==> config.mk <==
export PLATFORM = sky130hd
export DESIGN_NAME = text_console_writer_flat
export DESIGN_NICKNAME = d
export VERILOG_FILES = /design/src/rtl/text_console_writer_if.sv /design/src/rtl/text_console_writer.sv /design/src/flat_wrapper.sv
export SDC_FILE = /design/constraint.sdc
export NUM_CORES = 1
export LEC_CHECK = 0
export ABC_AREA = 1
export CAP_MARGIN = 30
export CORE_AREA = 2 2 111 113
export CTS_CLUSTER_SIZE = 24
export DETAILED_ROUTE_END_ITERATION = 10
export DIE_AREA = 0 0 113 115
export MAX_ROUTING_LAYER = met4
export PLACE_DENSITY_LB_ADDON = 0.1
export REMOVE_ABC_BUFFERS = 1
export SLEW_MARGIN = 5
export SYNTH_ARGS = -nofsm -noshare
export SYNTH_HDL_FRONTEND = slang
export SYNTH_SLANG_ARGS = --single-unit
==> constraint.sdc <==
create_clock -name clk -period 2.7 [get_ports clk]
set_input_delay 0.54 -clock clk [delete_from_list [all_inputs] [get_ports clk]]
set_output_delay 0.54 -clock clk [all_outputs]
set_load 0.03 [all_outputs]
==> src/rtl/text_console_writer_if.sv <==
// Byte-stream input and character-buffer write port of the text console writer.
// The master side feeds bytes and watches the buffer writes; the slave side is the writer.
interface text_console_writer_if #(
  parameter int AW = 12
);
  logic [7:0]    in_data;
  logic          in_valid;
  logic          in_ready;
  logic [AW-1:0] waddr;
  logic [7:0]    wdata;
  logic          we;

  modport master (
    output in_data,
    output in_valid,
    input  in_ready,
    input  waddr,
    input  wdata,
    input  we
  );

  modport slave (
    input  in_data,
    input  in_valid,
    output in_ready,
    output waddr,
    output wdata,
    output we
  );
endinterface

==> src/rtl/text_console_writer.sv <==
// Text console writer: turns an ASCII byte stream into writes to a ROWS x COLS
// character buffer, tracking a cursor and handling CR, LF, BS, FF, line wrap
// and screen wrap. Lines and the whole screen are cleared by streaming spaces.
module text_console_writer #(
  parameter int COLS = 80,
  parameter int ROWS = 30,
  parameter int AW   = 12,
  localparam int CLW = (COLS > 1) ? $clog2(COLS) : 1,
  localparam int RW  = (ROWS > 1) ? $clog2(ROWS) : 1
) (
  input  logic                   clk,
  input  logic                   reset,
  text_console_writer_if.slave   io,
  output logic [CLW-1:0]         cur_col,
  output logic [RW-1:0]          cur_row,
  output logic                   busy
);

  localparam int          TOTAL = ROWS * COLS;
  // One extra bit so the clear counter can reach TOTAL even when TOTAL == 2**AW.
  localparam int          CW    = AW + 1;
  localparam logic [7:0]  SPACE = 8'h20;

  typedef enum logic [1:0] {
    IDLE     = 2'd0,
    CLR_LINE = 2'd1,
    CLR_ALL  = 2'd2
  } state_t;

  state_t          state_q, state_d;
  logic [CW-1:0]   cnt_q,   cnt_d;
  logic [CLW-1:0]  col_q,   col_d;
  logic [RW-1:0]   row_q,   row_d;
  logic [AW-1:0]   base_q,  base_d;
  logic [AW-1:0]   waddr_q, waddr_d;
  logic [7:0]      wdata_q, wdata_d;
  logic            we_q,    we_d;

  logic            last_col;
  logic            last_row;
  logic [RW-1:0]   nl_row;
  logic [AW-1:0]   nl_base;
  logic [AW-1:0]   cur_addr;
  logic            printable;

  // Cursor-derived helpers: row_base tracks row*COLS by add/wrap, so no multiplier.
  always_comb begin
    last_col  = (col_q == CLW'(COLS - 1));
    last_row  = (row_q == RW'(ROWS - 1));
    nl_row    = last_row ? '0 : row_q + RW'(1);
    nl_base   = last_row ? '0 : base_q + AW'(COLS);
    cur_addr  = base_q + AW'(col_q);
    printable = (io.in_data >= 8'h20) && (io.in_data != 8'h7F);
  end

  // Next-state, cursor and write-port decode.
  always_comb begin
    state_d = state_q;
    cnt_d   = cnt_q;
    col_d   = col_q;
    row_d   = row_q;
    base_d  = base_q;
    waddr_d = waddr_q;
    wdata_d = wdata_q;
    we_d    = 1'b0;

    case (state_q)
      IDLE: begin
        if (io.in_valid) begin
          if (printable) begin
            we_d    = 1'b1;
            waddr_d = cur_addr;
            wdata_d = io.in_data;
            if (last_col) begin
              // Wrap: glyph takes this cycle, the new row is cleared from the next one.
              col_d   = '0;
              row_d   = nl_row;
              base_d  = nl_base;
              cnt_d   = '0;
              state_d = CLR_LINE;
            end else begin
              col_d = col_q + CLW'(1);
            end
          end else if (io.in_data == 8'h0D) begin
            col_d = '0;
          end else if (io.in_data == 8'h0A) begin
            // No glyph to write, so the first clear write goes out right away.
            col_d   = '0;
            row_d   = nl_row;
            base_d  = nl_base;
            we_d    = 1'b1;
            waddr_d = nl_base;
            wdata_d = SPACE;
            cnt_d   = CW'(1);
            state_d = CLR_LINE;
          end else if (io.in_data == 8'h08) begin
            if (col_q != '0) begin
              col_d   = col_q - CLW'(1);
              we_d    = 1'b1;
              waddr_d = cur_addr - AW'(1);
              wdata_d = SPACE;
            end
          end else if (io.in_data == 8'h0C) begin
            col_d   = '0;
            row_d   = '0;
            base_d  = '0;
            cnt_d   = '0;
            state_d = CLR_ALL;
          end
        end
      end

      CLR_LINE: begin
        if (cnt_q == CW'(COLS)) begin
          state_d = IDLE;
        end else begin
          we_d    = 1'b1;
          waddr_d = base_q + AW'(cnt_q);
          wdata_d = SPACE;
          cnt_d   = cnt_q + CW'(1);
        end
      end

      CLR_ALL: begin
        if (cnt_q == CW'(TOTAL)) begin
          state_d = IDLE;
          col_d   = '0;
          row_d   = '0;
          base_d  = '0;
        end else begin
          we_d    = 1'b1;
          waddr_d = cnt_q[AW-1:0];
          wdata_d = SPACE;
          cnt_d   = cnt_q + CW'(1);
        end
      end

      default: begin
        state_d = CLR_ALL;
        cnt_d   = '0;
      end
    endcase
  end

  // State, cursor and registered write-port update; reset restarts a full-screen clear.
  always_ff @(posedge clk) begin
    if (reset) begin
      state_q <= CLR_ALL;
      cnt_q   <= '0;
      col_q   <= '0;
      row_q   <= '0;
      base_q  <= '0;
      waddr_q <= '0;
      wdata_q <= '0;
      we_q    <= 1'b0;
    end else begin
      state_q <= state_d;
      cnt_q   <= cnt_d;
      col_q   <= col_d;
      row_q   <= row_d;
      base_q  <= base_d;
      waddr_q <= waddr_d;
      wdata_q <= wdata_d;
      we_q    <= we_d;
    end
  end

  assign io.in_ready = (state_q == IDLE);
  assign io.waddr    = waddr_q;
  assign io.wdata    = wdata_q;
  assign io.we       = we_q;
  assign cur_col     = col_q;
  assign cur_row     = row_q;
  assign busy        = (state_q != IDLE);

endmodule

==> src/flat_wrapper.sv <==
// flat-port wrapper written by rule: the top's interface ports become plain ports
module text_console_writer_flat 
#(
  parameter int COLS = 80,
  parameter int ROWS = 30,
  parameter int AW   = 12,
  localparam int CLW = (COLS > 1) ? $clog2(COLS) : 1,
  localparam int RW  = (ROWS > 1) ? $clog2(ROWS) : 1
)
  (clk, reset, cur_col, cur_row, busy, io_in_data, io_in_valid, io_in_ready, io_waddr, io_wdata, io_we);
  text_console_writer_if #(.AW(AW)) io_i ();
  input  logic clk;
  input  logic reset;
  output logic [CLW-1:0] cur_col;
  output logic [RW-1:0] cur_row;
  output logic busy;
  input wire logic [$bits(io_i.in_data)-1:0] io_in_data;
  input wire logic [$bits(io_i.in_valid)-1:0] io_in_valid;
  output wire logic [$bits(io_i.in_ready)-1:0] io_in_ready;
  output wire logic [$bits(io_i.waddr)-1:0] io_waddr;
  output wire logic [$bits(io_i.wdata)-1:0] io_wdata;
  output wire logic [$bits(io_i.we)-1:0] io_we;
  assign io_i.in_data = io_in_data;
  assign io_i.in_valid = io_in_valid;
  assign io_in_ready = io_i.in_ready;
  assign io_waddr = io_i.waddr;
  assign io_wdata = io_i.wdata;
  assign io_we = io_i.we;
  text_console_writer #(.COLS(COLS), .ROWS(ROWS), .AW(AW)) u_core (.clk(clk), .reset(reset), .io(io_i), .cur_col(cur_col), .cur_row(cur_row), .busy(busy));
endmodule
Sequential cells grouped by signal name:
Other sequential cells in the stronger grey, the rest of the logic in the fainter grey.
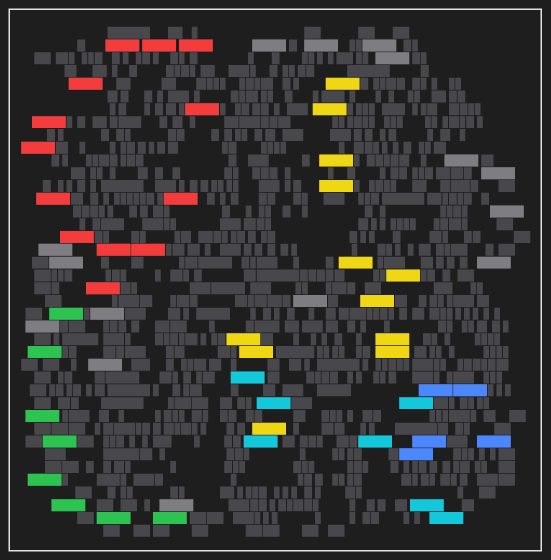
signal	colour	placed flops
`u_core.cur_row`	blue	5
`u_core.cur_col`	cyan	7
`u_core.io.wdata`	green	8
`u_core.base_q`	yellow	12
`u_core.cnt_q`	red	13
not coloured	15

Placement by cell class:
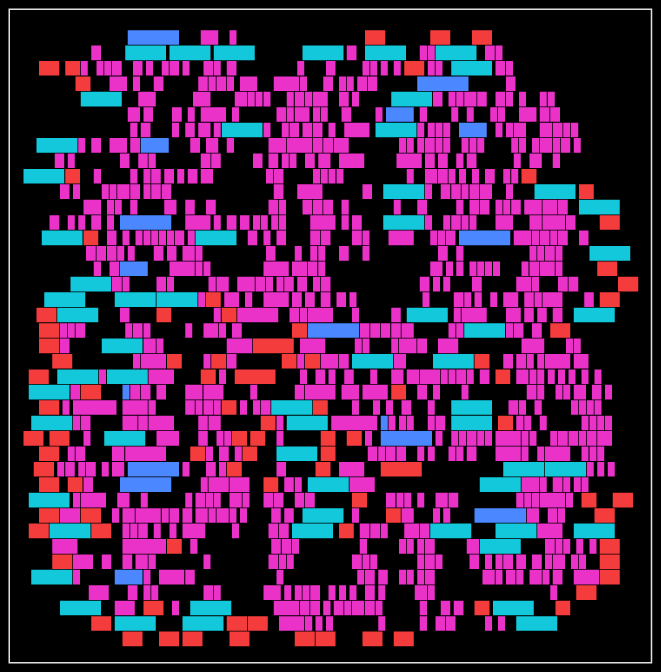
class	colour	cells	share of their area
remaining logic cells	magenta	751	63%
clock drivers and dummy loads	blue	16	4.9%
sequential cells	cyan	60	19%
remaining buffers and delay cells	red	88	13%

## what timing repair did
action / 4_1_cts / 5_1_grt
endpoints found under the setup margin: 0 / 5
resized: 0 / 10
setup buffers: 0 / 1
## critical path, cell delays in order (launching register included)
cell and delay (ps):
dfxtp_1 380, inv_1 80, ha_1 320, inv_2 210
clkdlybuf4s50_1 700
## flip-flops by register name, summed over array words and instances (netlist names)
register / flops
u_core.cnt_q: 13
u_core.base_q: 12
u_core.io.waddr: 12
u_core.io.wdata: 8
u_core.cur_col: 7
u_core.cur_row: 5
u_core.state_q: 2
u_core.io.we: 1
## stage by stage
stage               power, W  utilization  cell area, sq um
global placement     0.00105        0.511              6040
detailed placement   0.00105        0.511              6040
finish               0.00221        0.541              6380
global route         0.00226        0.541              6380
floorplan           0.000986            -              5050
CTS                  0.00222        0.537              6340
==> metrics.yaml <==
status: "finished with violations"
violations: "DRC"
grt_overflow: 0
syn_inst: 839
synth_flops: 60
warnings: 31
synthMuxAreaShare: 0
synth-adder-area-share: 0.0798
yosys-stat-cells: 839
place_ws_ps: 10.9
register_area_sq_um: 1200
netlist.top_cell.by_area: "dfxtp_1"
r2r_end: "u_core.io.waddr[10]$_SDFFE_PP0P_"
critPathKind: "reg2out"
seqPwrFrac: 0.409
die_w_um: 113
drc_errors: 4
topRoutingLayerUsed: "met4"
hold_viol: 0
worstSkewPairLatency_ps: 350
met1_usage: 0.358
p_clk_w: 0.00117
top_area_frac: 0.231
cap_violations: 0
clkPwrFrac: 0.531
combPwrFrac: 0.060
final.fill_count: 1211
clkbuf_count: 16
slew-limit-headroom: 0.529
grt_usage: 0.270
critPathCaptureType: "primary output"
cp.arrival_ps: 2040
fmax_mhz: 387
async_flop_share: 0
final_common_cell: "nand2_1"
comb_cells: 638
worst-path-max-fanout: 8
vias: 5801
ff_type: "dfxtp_1"
fin_nets: 953
switchingPower_w: 0.000516
endpoint: "busy"
max-clock-path-buffers: 2
synthXorXnorAreaFrac: 0.0236
ys_seq_frac: 0.231
fp_util: 0.441
core_sq_um: 11800
yosys.area_share.simple: 0.374
wl_per_cell_um: 15.6
grt_pass1_vias: 5427
hold_start: "u_core.io.waddr[2]$_SDFFE_PP0P_"
antenna_found_initial: 0
io_pins: 46
dr.pass1.iters: 9
switching_share: 0.234
bufAreaShareNonClock: 0.127
numPortBuffers: 45
Power figures rest on the tool's default switching activity, not on a simulated workload.
